==> config.mk <==
export PLATFORM = sky130hd
export DESIGN_NAME = estufa_ctrl_flat
export DESIGN_NICKNAME = d
export VERILOG_FILES = /design/src/rtl/estufa_if.sv /design/src/rtl/estufa_ctrl.sv /design/src/flat_wrapper.sv
export SDC_FILE = /design/constraint.sdc
export NUM_CORES = 1
export LEC_CHECK = 0
export CAP_MARGIN = 20
export CORE_ASPECT_RATIO = 1.2
export CORE_MARGIN = 2
export CORE_UTILIZATION = 60
export CTS_CLUSTER_SIZE = 12
export DETAILED_ROUTE_END_ITERATION = 6
export PLACE_DENSITY = 0.9
export SYNTH_ARGS = -nofsm -noshare
export SYNTH_HDL_FRONTEND = slang
export SYNTH_SLANG_ARGS = --single-unit
==> constraint.sdc <==
create_clock -name clk_2 -period 2.7 [get_ports clk_2]
set_input_delay 0.405 -clock clk_2 [delete_from_list [all_inputs] [get_ports clk_2]]
set_output_delay 0.405 -clock clk_2 [all_outputs]
set_load 0.01 [all_outputs]
run_1/metal_stack.png
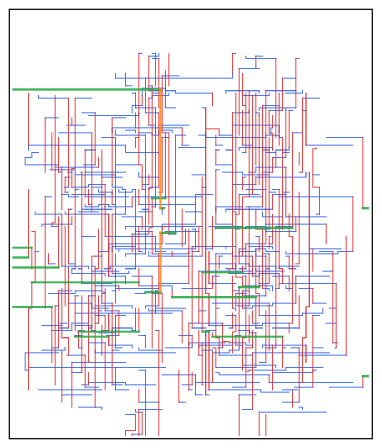
met4: shown in orange, wire length 24.5 um. met2: shown in red, wire length 1630 um. met3: shown in green, wire length 113 um. met1: shown in blue, wire length 1180 um.
DR WL/cell: 14.9 um
final wirelength: 2.94 mm
routed via count: 1150
Total GRT Usage: 22.9%

run_1/met3.png
The bar under the picture is 10 um long.
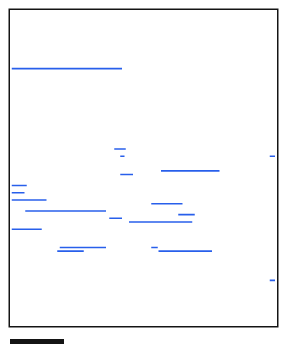
The layer holds 3.8% of the routed length. The wires run mostly horizontal.
Global Route met3 Usage: 3.05%

run_1/registers.png
Other sequential cells in the stronger grey, the rest of the logic in the fainter grey.
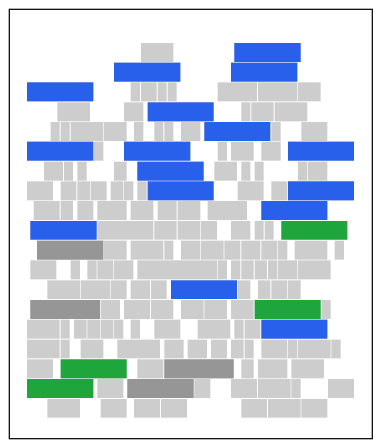
u_core.g_zone.r_state: shown in green, sequential cells 4. u_core.g_zone.r_dwell: shown in blue, sequential cells 16.
Another 4 sequential cells are not coloured.
share of cell area taken by flip-flops and latches: 34.8%
sequential power: 0.587 mW
register cell area after layout: 603 sq um

run_1/clock_map.png
The bar under the picture is 10 um long.
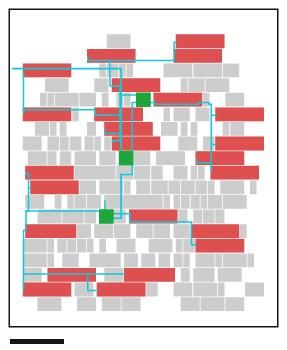
flip-flops: shown in red, count 24. cells driving clock nets: shown in green, count 3. clock wires: shown in cyan, length 258 um.
There are 4 routed clock nets.
Clock Latency Late Sink: 320 ps
P_clk: 0.259 mW
Final Skew: 12.3 ps
Clk network pwr share: 13.6%

==> summary.txt, run 1 <==
Summary of implementation figures.

Setup path
The total buffers and inverters traversed by the critical path is 1. Per STA, the worst path accumulates the most delay in the family buffers and inverters. For the worst flop-to-flop path, the logic depth is 6.

Traced cell by cell, the critical path runs through ha_1 > or2_2 > clkdlybuf4s50_1. The critical-path maximum fanout is 11. The slowest stage of the critical path is the clkdlybuf4s50_1 cell.

Timing
The final hold violation count recorded for this run is 0. The minimum clock period after layout is 2360 ps. The tightest slew margin relative to the limit is 62.4%. The worst path uses around 87% of the clock period. The final tally of setup violations is 0.

The maximum clock frequency is 0.423 GHz. On the final layout, the worst hold slack is 428 ps. Pins over their slew limit in the final report were tallied at 0.

Cells and area
The clock network takes up 3.03% of total cell area after layout. The fraction of final cell area spent on non-clock buffers in this run is 8.53%. At the end of the flow the core is filled with cells to 74.3%.

The flop count is 24. By area, the class that comes first in the final layout consists of multi-input combinational cells. The number of non-clock buffers is 15. The fraction of area in multi-input gates is 48.8%. The growth of design area from synthesis to finish is 15.0%.

After layout, the clock buffer instance count stands at 3. The flip-flop count of the largest register after layout is 16. The number of logic gates is about 110.

Floorplan
The width of the die is 49.7 um. The design received a total of 31 well taps at floorplan. In this run the standard cell core region covers 2330 sq um. For this configuration, the core starts out at a cell density of between 60% and 70%. The boundary pin count is 15.

Global route
The met1 layer usage reported by global route is approximately a quarter. The initial antenna violation count came to 0. The number of global-route vias before repair is around 1200. Entering global routing, the biggest net connects 15 pins.

Synth
The share of synthesized area in the top cell type comes to 36.6%. The synthesized netlist was found by Yosys to have 150 cells.

Clock network
The number of CTS-inserted buffers is 3. The count of instances resized after the clock tree is built is 0. Per the CTS log, the buffer count on the longest clock path is 2.

The count of buffers added by post-CTS timing repair for setup is 0.

Routing
The amount of wire on met2 after detailed routing is between 1.5 and 2 mm. For this run, design rule violations remaining after detail routing come to 0. The tally of nets with antenna violations remaining after routing is 0.

The length of the first detailed-routing pass in iterations is 4. The met1 routed wirelength after detailed routing is between 1 and 1.5 mm.

Power
Looking at the power breakdown, sequential logic takes between 30% and 40% of the total. The maximum resistive drop on vdd is 919 uV.

Job
In this run the tools logged warnings totalling 34.

Status
The flow ran to the end, and the final reports show no timing, DRC or antenna violations.
==> run 1: synth_stat cells <==
cell / instances
o31ai_1: 2
and2_1: 1
nor4_2: 3
nor2_1: 19
o21ai_0: 2
clkbuf_1: 2
dfstp_2: 2
mux2_1: 2
nor4b_2: 3
o22ai_1: 2
mux2i_1: 2
a211oi_2: 1
clkbuf_2: 1
nand2b_1: 3
xnor2_1: 7
or2_2: 1
ha_1: 12
or2_0: 1
and2b_1: 1
o2111ai_1: 1
nor3b_1: 3
xor2_1: 2
o211ai_1: 1
a21oi_1: 9
a41oi_2: 1
nand3_1: 1
nand4b_1: 2
a311o_1: 1
dfrtp_1: 22
or3b_2: 2
nor2b_1: 1
or3_1: 4
nand2_1: 8
nor4_4: 1
and2_2: 1
and3_1: 2
a211oi_1: 1
or4_4: 1
nor2b_2: 2
or4_1: 1
nor4bb_1: 1
nor3_1: 2
a21boi_0: 1
inv_1: 12
==> run 1: placed cells by master (no fill, tap or decap), types with 4 or more instances in the layout <==
cell type	synthesis	final
a21oi_1	9	9
clkdlybuf4s50_1	0	14
dfrtp_1	22	22
ha_1	12	12
inv_1	12	12
nand2_1	8	8
nor2_1	19	19
or3_1	4	4
xnor2_1	7	7
==> run 1: cell families after synthesis <==
group                    count (synthesis)  synth area share [%]
AND/OR/NAND/NOR                         64                  27.9
flip-flops                              24                  40.1
multiplexers                             4                  2.83
adder cells (fa/ha/maj)                 12                  9.97
buffers and inverters                   15                  3.82
XOR/XNOR                                 9                  5.24
AND-OR/OR-AND                           22                  10.1
==> run 1: metrics by stage <==
step,setup slack (ps),power (mW),cells
final,338,1.90,197
after global routing,252,2.05,197
after CTS,322,1.91,197
after detailed placement,564,1.64,193
after global placement,634,1.58,193
after floorplan,871,1.36,150
## Run 2: what changed since run 1
--- a/config.mk
+++ b/config.mk
@@ -5,7 +5,7 @@
 export SDC_FILE = /design/constraint.sdc
 export NUM_CORES = 1
 export LEC_CHECK = 0
-export CAP_MARGIN = 20
+export CAP_MARGIN = 15
 export CORE_ASPECT_RATIO = 1.2
 export CORE_MARGIN = 2
 export CORE_UTILIZATION = 60
run_2/met3.png
The bar under the picture is 10 um long.
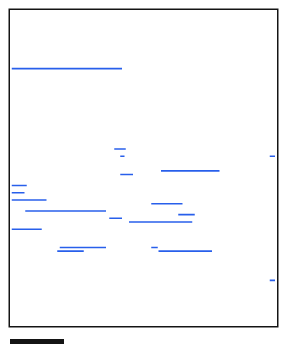
The layer holds 3.8% of the routed length. The longest straight run is 20.2 um.

run_2/metal_stack.png
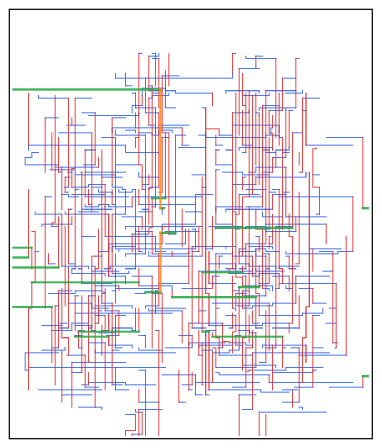
met2: shown in red, wire length 1630 um. met4: shown in orange, wire length 24.5 um. met3: shown in green, wire length 113 um. met1: shown in blue, wire length 1180 um.

run_2/clock_map.png
The bar under the picture is 10 um long.
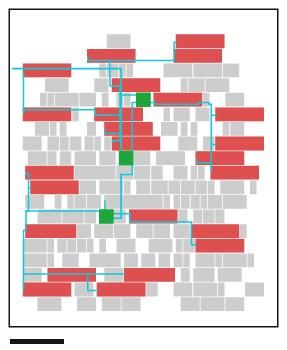
cells driving clock nets: shown in green, count 3. clock wires: shown in cyan, length 258 um. flip-flops: shown in red, count 24.
There are 4 routed clock nets. Position of the flops: widely spread.

==> run 2 against run 1 <==
- global-route usage unchanged
- largest power group unchanged
- cell count did not move
- wire length unchanged
- maximum frequency stayed put
- synthesized cell count did not move
- sequential power hardly changed
- critical path type unchanged
- total power unchanged
- worst hold slack stayed put
- synthesized area is the same
==> summary.txt, run 2 <==
Summary of implementation figures.

Placement
The pre-CTS worst setup slack is 564 ps (unchanged).

Global route
The met1 layer usage reported by global route is 26.2% (unchanged). The number of global-route vias before repair is 1173 (unchanged). The maximum number of pins on one net before global-route repair is 15 (unchanged). The met3 track demand over resource in global routing was 3.05% (unchanged). The initial antenna violation count is 0 (unchanged). The total routing resource utilization after global routing came to 22.9% (unchanged).

Timing
The max-slew violation total from the final report is 0 (unchanged). The least setup slack across all paths after layout is 338 ps (unchanged). The final worst-path cycle share is 87.5% (unchanged).

The worst hold slack after final layout is 428 ps (unchanged). The worst clock skew is 12.3 ps (unchanged). The maximum clock frequency is 0.423 GHz (unchanged). The final tally of setup violations is 0 (unchanged).

The tightest slew margin relative to the limit is 62.4% (unchanged).

Routing
The post-detailed-routing wire length is 2.94 mm (unchanged). The final routed DRC violation total is 0 (unchanged). The average detailed-routed wire length per instance is 14.9 um (unchanged).

The tally of nets with antenna violations remaining after routing came to 0 (unchanged).

Synth
The proportion of synthesized flip-flops having asynchronous set or reset is 100% (unchanged). The area share of the largest cell type after synthesis came to 36.6% (unchanged). The primary flip-flop cell chosen by synthesis mapping is dfrtp_1. Sorting the synthesis cell report by count puts at the top dfrtp_1. The number of flops mapped to enable cells by yosys is 0 (unchanged).

Clock network
The number of CTS-inserted buffers is 3 (unchanged). The count of instances resized after the clock tree is built was 0 (unchanged). The clock latency at the later pin of the worst-skew pair came to 320 ps (about the same).

Power
The overall power after layout is 1.90 mW (unchanged). The register share of total power is 30.9% (about the same). The share of power burned in the clock network came to 13.6% (about the same). The maximum resistive drop on vdd is 919 uV (unchanged).

Setup path
The critical-path maximum fanout came to 11 (unchanged). The worst reg2reg path depth came to 6 (unchanged). The report lists the cells along the critical path as ha_1 > or2_2 > clkdlybuf4s50_1.

Cells and area
The library cells used most frequently in the layout, excluding fill and tap cells, are 22 x dfrtp_1, 19 x nor2_1, 14 x clkdlybuf4s50_1, 12 x inv_1, 12 x ha_1. The sequential cell area in the final layout is 603 sq um (unchanged). The flip-flop count of the largest register after layout is 16 (unchanged).

Status
The run finished with clean final reports.

Floorplan
The width of the die is 49.7 um (unchanged). The core region area is 2330 sq um (unchanged).

Job
The OpenROAD warning count is 34 (unchanged).
## run 2: cell counts after synthesis
No cell type changed its count.
## run 2: cell families after synthesis
kind of cell               count (synthesis)  share of synthesized area [%]
and+or+nand+nor                           64                           27.9
xor gates and xnor gates                   9                           5.24
AOI/OAI and AO/OA                         22                           10.1
buffers and inverters                     15                           3.82
DFF                                       24                           40.1
muxes                                      4                           2.83
adders and majority gates                 12                           9.97
## run 2: layout make-up
type	count	area share, %
well taps	31	2.24
inverters	12	2.60
clock inverters	1	1.73
repair buffers	15	8.53
multi-input cells	111	48.8
clock buffers	3	1.30
flip-flops and latches	24	34.8
## run 2: routing by layer
layer  share of wire [%]  wire length, um
met1                  40             1180
met3                 3.8              112
met2                  55             1630
met5                   0                0
met4                0.82               24
## run 2: through the flow
step / area (sq um) / cells / utilization [%]
2_1_floorplan: 1510 / 150 / -
3_3_place_gp: 1680 / 193 / 72.1
3_5_place_dp: 1680 / 193 / 72.1
4_1_cts: 1730 / 197 / 74.3
5_1_grt: 1730 / 197 / 74.3
6_report: 1730 / 197 / 74.3
## run 2: power by group through the flow
stage / registers, mW / logic [mW] / clock network [mW]
global placement: 0.583 / 0.996 / 0
CTS: 0.586 / 1.06 / 0.263
finish: 0.587 / 1.05 / 0.259
detailed placement: 0.594 / 1.05 / 0
global route: 0.604 / 1.17 / 0.281
floorplan: 0.562 / 0.795 / 0
## run 2: worst max-delay path: cells and delay by family (launching register included)
family,cells,cell delay (ps)
DFF,1,440
adders and majority gates,1,350
and+or+nand+nor,1,360
buffers and inverters,1,490
Power figures rest on the tool's default switching activity, not on a simulated workload.
